===== src/rtl/sine_quarter_dds.sv =====
// Phase-accumulator DDS front end driving an external quarter-wave sine ROM,
// with full-wave reconstruction (index mirroring and sign) of the returned word.
module sine_quarter_dds #(
    parameter int ROM_DEPTH = 64,
    parameter int ROM_WIDTH = 8,
    parameter int PHASE_W   = 16,
    parameter int CNT_div   = 10
) (
    input  logic                            clk,
    input  logic                            rst,
    input  logic                            en,
    input  logic [PHASE_W-1:0]              freq_word,
    input  logic                            phase_load,
    input  logic [PHASE_W-1:0]              phase_init,
    output logic [$clog2(ROM_DEPTH)-1:0]    rom_addr,
    input  logic [ROM_WIDTH-1:0]            rom_data,
    output logic signed [2*ROM_WIDTH-1:0]   sample,
    output logic                            sample_valid,
    output logic [1:0]                      quadrant
);

    localparam int IDX_W = $clog2(ROM_DEPTH);
    localparam int CNT_W = (CNT_div > 1) ? $clog2(CNT_div) : 1;
    localparam int S_W   = 2 * ROM_WIDTH;
    localparam logic [CNT_W-1:0] CNT_LAST = CNT_W'(CNT_div - 1);
    localparam logic [IDX_W-1:0] IDX_MAX  = IDX_W'(ROM_DEPTH - 1);

    logic [PHASE_W-1:0]    phase_q, phase_d;
    logic [CNT_W-1:0]      cnt_q, cnt_d;
    logic [IDX_W-1:0]      rom_addr_q, rom_addr_d;
    logic [1:0]            q1_q, q1_d;
    logic                  v1_q, v1_d;
    logic signed [S_W-1:0] sample_q, sample_d;
    logic                  sample_valid_q, sample_valid_d;
    logic [1:0]            quadrant_q, quadrant_d;

    logic                  tick;
    logic [1:0]            q_cur;
    logic [IDX_W-1:0]      idx_cur;
    logic [S_W-1:0]        rom_data_ext;

    assign tick         = en && (cnt_q == CNT_LAST);
    assign q_cur        = phase_q[PHASE_W-1 -: 2];
    assign idx_cur      = phase_q[PHASE_W-3 -: IDX_W];
    assign rom_data_ext = {{ROM_WIDTH{1'b0}}, rom_data};

    always_comb begin
        phase_d        = phase_q;
        cnt_d          = cnt_q;
        rom_addr_d     = rom_addr_q;
        q1_d           = q1_q;
        v1_d           = 1'b0;
        sample_d       = sample_q;
        sample_valid_d = 1'b0;
        quadrant_d     = quadrant_q;

        // A load restarts the timebase and discards any sample in flight.
        if (phase_load) begin
            phase_d = phase_init;
            cnt_d   = '0;
        end else begin
            if (v1_q) begin
                sample_d       = q1_q[1] ? -rom_data_ext : rom_data_ext;
                quadrant_d     = q1_q;
                sample_valid_d = 1'b1;
            end
            if (en) begin
                cnt_d = tick ? '0 : cnt_q + CNT_W'(1);
            end
            if (tick) begin
                rom_addr_d = q_cur[0] ? (IDX_MAX - idx_cur) : idx_cur;
                q1_d       = q_cur;
                v1_d       = 1'b1;
                phase_d    = phase_q + freq_word;
            end
        end
    end

    always_ff @(posedge clk or negedge rst) begin
        if (!rst) begin
            phase_q        <= '0;
            cnt_q          <= '0;
            rom_addr_q     <= '0;
            q1_q           <= '0;
            v1_q           <= 1'b0;
            sample_q       <= '0;
            sample_valid_q <= 1'b0;
            quadrant_q     <= '0;
        end else begin
            phase_q        <= phase_d;
            cnt_q          <= cnt_d;
            rom_addr_q     <= rom_addr_d;
            q1_q           <= q1_d;
            v1_q           <= v1_d;
            sample_q       <= sample_d;
            sample_valid_q <= sample_valid_d;
            quadrant_q     <= quadrant_d;
        end
    end

    assign rom_addr     = rom_addr_q;
    assign sample       = sample_q;
    assign sample_valid = sample_valid_q;
    assign quadrant     = quadrant_q;

endmodule

===== config.mk =====
export PLATFORM = sky130hd
export DESIGN_NAME = sine_quarter_dds
export DESIGN_NICKNAME = d
export VERILOG_FILES = /design/src/rtl/sine_quarter_dds.sv
export SDC_FILE = /design/constraint.sdc
export NUM_CORES = 1
export LEC_CHECK = 0
export ABC_AREA = 1
export CORE_ASPECT_RATIO = 1.25
export CORE_MARGIN = 8
export CORE_UTILIZATION = 46
export DETAILED_ROUTE_END_ITERATION = 12
export PLACE_DENSITY = 0.87
export SLEW_MARGIN = 15
export SYNTH_ARGS = -nofsm -noshare
export SYNTH_HDL_FRONTEND = slang
export SYNTH_SLANG_ARGS = --single-unit

===== constraint.sdc =====
create_clock -name clk -period 1.5 [get_ports clk]
set_input_delay 0.45 -clock clk [delete_from_list [all_inputs] [get_ports clk]]
set_output_delay 0.45 -clock clk [all_outputs]
set_load 0.005 [all_outputs]

### Signal wires on met1

Cells faint in the background.
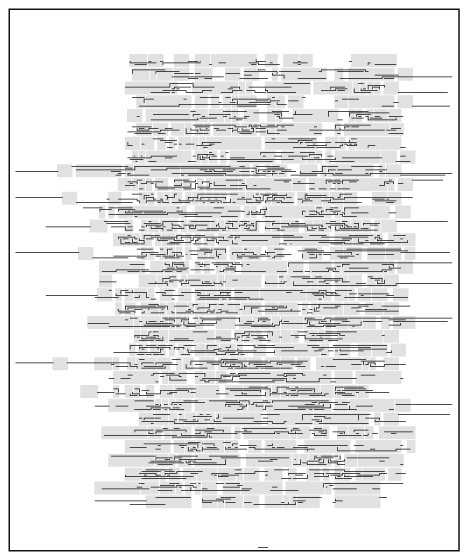
main direction: horizontal
wire length on this layer: 3910 um
longest straight run: 32.2 um
share of all routed wire: 36%
nets with wire on the layer: 557

### Signal wires on met2

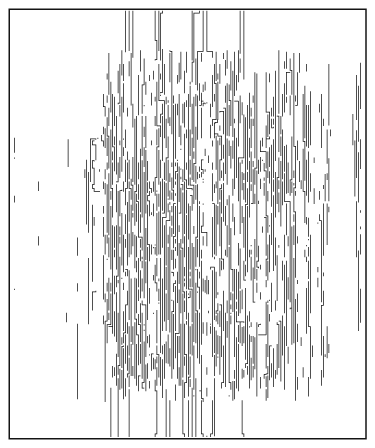
main direction: vertical
wire length on this layer: 5690 um
longest straight run: 33.6 um

### The metal 4 layer

Cells faint in the background.
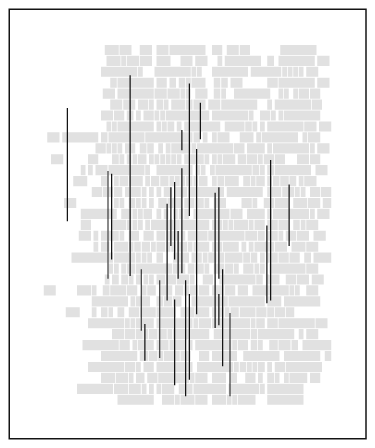
longest straight run: 49.6 um
wire length on this layer: 596 um
main direction: vertical

### Cell density map

The bar under the picture is 20 um long. 9 x 11 tiles, from dark blue (low) to red (high), 0 to 100% covered.
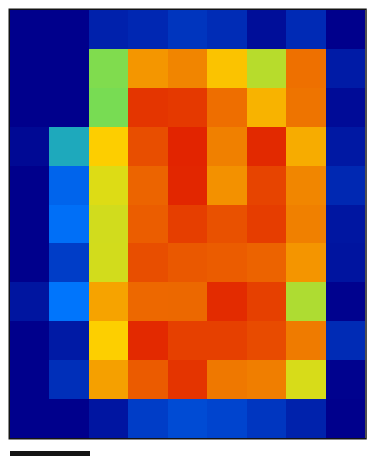
emptiest ninth of the die: upper left
nearly empty tiles: 18%
fullest tile: 96%
densest ninth of the die: centre
tiles over 75% full: 47%

==> results_slide.txt <==
Implementation Results

Final timing
  – RSZ-0062 raised after global routing: yes
  – Crit path setup slack, layout: -152 ps
  – Final hold violation count: 0
  – Period utilization: 1.10
  – Hold Slack: 114 ps
  – Total negative slack: -1130 ps
  – Setup-failing EPs final: 12
  – Rel. slew slack: 0.781
  – Fmax: roughly 610 MHz

Final layout
  – Final #Nets: between 500 and 600
  – Diodes inserted: 0
  – Share of post-route cells with drive strength above 1: 0.305

Clocking
  – H-tree levels: 2
  – Root Buffer Master: clkbuf_8
  – Hold buffer count at CTS: 0
  – Clk buf depth: 2
  – Clock buffer count from CTS: 5
  – Clock-pin slew on the worst setup and hold paths: roughly 90 ps

Logic synthesis
  – Post-Synthesis Net Count: about 470
  – Synth Instances: between 400 and 500
  – Register share after synthesis: 0.390
  – Library cells used by synthesis: 34
  – Synth flops: 47
  – Post-Syn Area per Cell: roughly 7.5 sq um
  – Number of synthesis warnings: 0

Critical path
  – Crit path cell chain: ha_4, nand2_1, nand2_1, nand2_2, nand3_4, nand2_2, nand2_1, nand2_1, nand3_1, nand2_1
  – Critical path required time: 1710 ps
  – Crit path buffers/inverters: 0
  – Critical-path top delay cell: dfrtp_1
  – CP most frequent cell: nand2_1
  – Critical Path Start Type: flop
  – Critical path type: reg -> reg

GRT
  – Gr usage total: 0.211
  – First-pass GRT wire length: about 16 mm
  – Gr ovfl total: 0
  – Initial antenna violation count: 0

Outcome
  – Failing checks: setup timing
  – Status: complete, but fails checks

Power
  – Switching power: between 1 and 1.5 mW
  – Seq pwr share: 0.373
  – Clk pwr: between 0.9 and 1 mW
  – Sw Ratio: 0.341
  – Biggest consumer: combinational cells

Place
  – DP HPWL: between 6 and 7 mm

Detailed routing
  – Routed WL: around 11 mm
  – Post-route DRC: 0
  – Vias: about 3400
  – Number of vias per cell: 5.44

Job
  – Tool warnings: 30
  – Max-Cap Viols: 0

Floorplan
  – Chip Footprint: around 9400 sq um
  – Core area: approximately 6400 sq um
  – Pre-Place Util: 0.468
## repair_timing
action,4_1_cts,5_1_grt
setup buffers,14,6
pin swaps,33,37
setup endpoints to repair,44,32
gates resized,97,43
## layout make-up
cell class	instances	area (sq um)
multi-input combinational	285	1960
tap	87	109
clock inverter	3	43.8
clock buffer	5	68.8
timing repair buffer	133	1140
inverter	62	240
fill	414	1700
sequential	47	1180
## cell usage after synthesis, drive strengths merged
| cell | count | area [sq um] |
|---|---|---|
| inv | 60 | 228 |
| xnor2 | 11 | 96.3 |
| a21oi | 17 | 85.1 |
| clkinv | 2 | 7.51 |
| a22o | 9 | 78.8 |
| nand4 | 3 | 33.8 |
| nand3 | 22 | 110 |
| nor2 | 21 | 86.3 |
| ha | 19 | 238 |
| fa | 1 | 20.0 |
| o211ai | 3 | 22.5 |
| and2 | 1 | 6.26 |
| nand2 | 139 | 532 |
| buf | 9 | 61.3 |
| o31ai | 2 | 15.0 |
| o22ai | 1 | 6.26 |
| nor3 | 4 | 25.0 |
| a31oi | 2 | 12.5 |
| o21ai | 22 | 110 |
| nand3b | 3 | 22.5 |
| dfrtp | 47 | 1180 |
| or2 | 1 | 6.26 |
| xor2 | 4 | 35.0 |
## routing by layer
layer	up-vias	global-route usage	routed length [um]
met5	-	0	0
met4	0	0.0945	596
met3	57	0.0409	802
met2	198	0.391	5690
met1	1591	0.221	3910
li1	1539	-	-
## through the flow
stage	setup slack [ps]	std cells	total power, mW	instance area, sq um
6_report	-152	622	3.91	4740
5_1_grt	-246	622	4.11	4740
3_5_place_dp	-699	594	2.56	4130
2_1_floorplan	-82.3	403	2.07	3050
3_3_place_gp	-676	594	2.51	4130
4_1_cts	-160	616	3.68	4580
## path summary, 6_finish.rpt
check / startpoint / end / slack (ps) / cells past startpoint
max: phase_q[2]$_DFFE_PN0P_ / phase_q[9]$_DFFE_PN0P_ / -150 / 10
min: rst / phase_q[2]$_DFFE_PN0P_ / 110 / 2
max reg2reg: phase_q[2]$_DFFE_PN0P_ / phase_q[9]$_DFFE_PN0P_ / -150 / 10
min reg2reg: sample[14]$_DFFE_PN0P_ / sample[14]$_DFFE_PN0P_ / 480 / 2
max in group asynchronous: rst / phase_q[1]$_DFFE_PN0P_ / 1160 / 2
min in group clk: sample[14]$_DFFE_PN0P_ / sample[14]$_DFFE_PN0P_ / 480 / 2
## cell families (layout without fill, tap and decap cells)
logic type / Yosys count / in the layout / synth area share
AND/OR/NAND/NOR: 194 / 194 / 0.273
buffers and inverters: 71 / 203 / 0.0984
AND-OR/OR-AND: 56 / 56 / 0.110
flip-flops: 47 / 47 / 0.390
adder cells (fa/ha/maj): 20 / 20 / 0.0855
XOR/XNOR: 15 / 15 / 0.0436
## state kept, by name, indices dropped and copies added (netlist names)
register      cells
phase_q          16
sample           15
sample_valid      1
rom_addr          6
cnt_q             4
quadrant          2
v1_q              1
q1_q              2
## placed cells by master (no fill, tap or decap), types with 14 or more instances in the layout
cell             instances
nand2_1                105
clkdlybuf4s50_1         19
dfrtp_1                 46
inv_1                   48
nand2_2                 28
a21oi_1                 14
nand3_1                 15
buf_4                   61
nor2_1                  15
ha_4                    16
dlygate4sd2_1           42
No activity file was given, so power comes from the tool's default toggle rates.
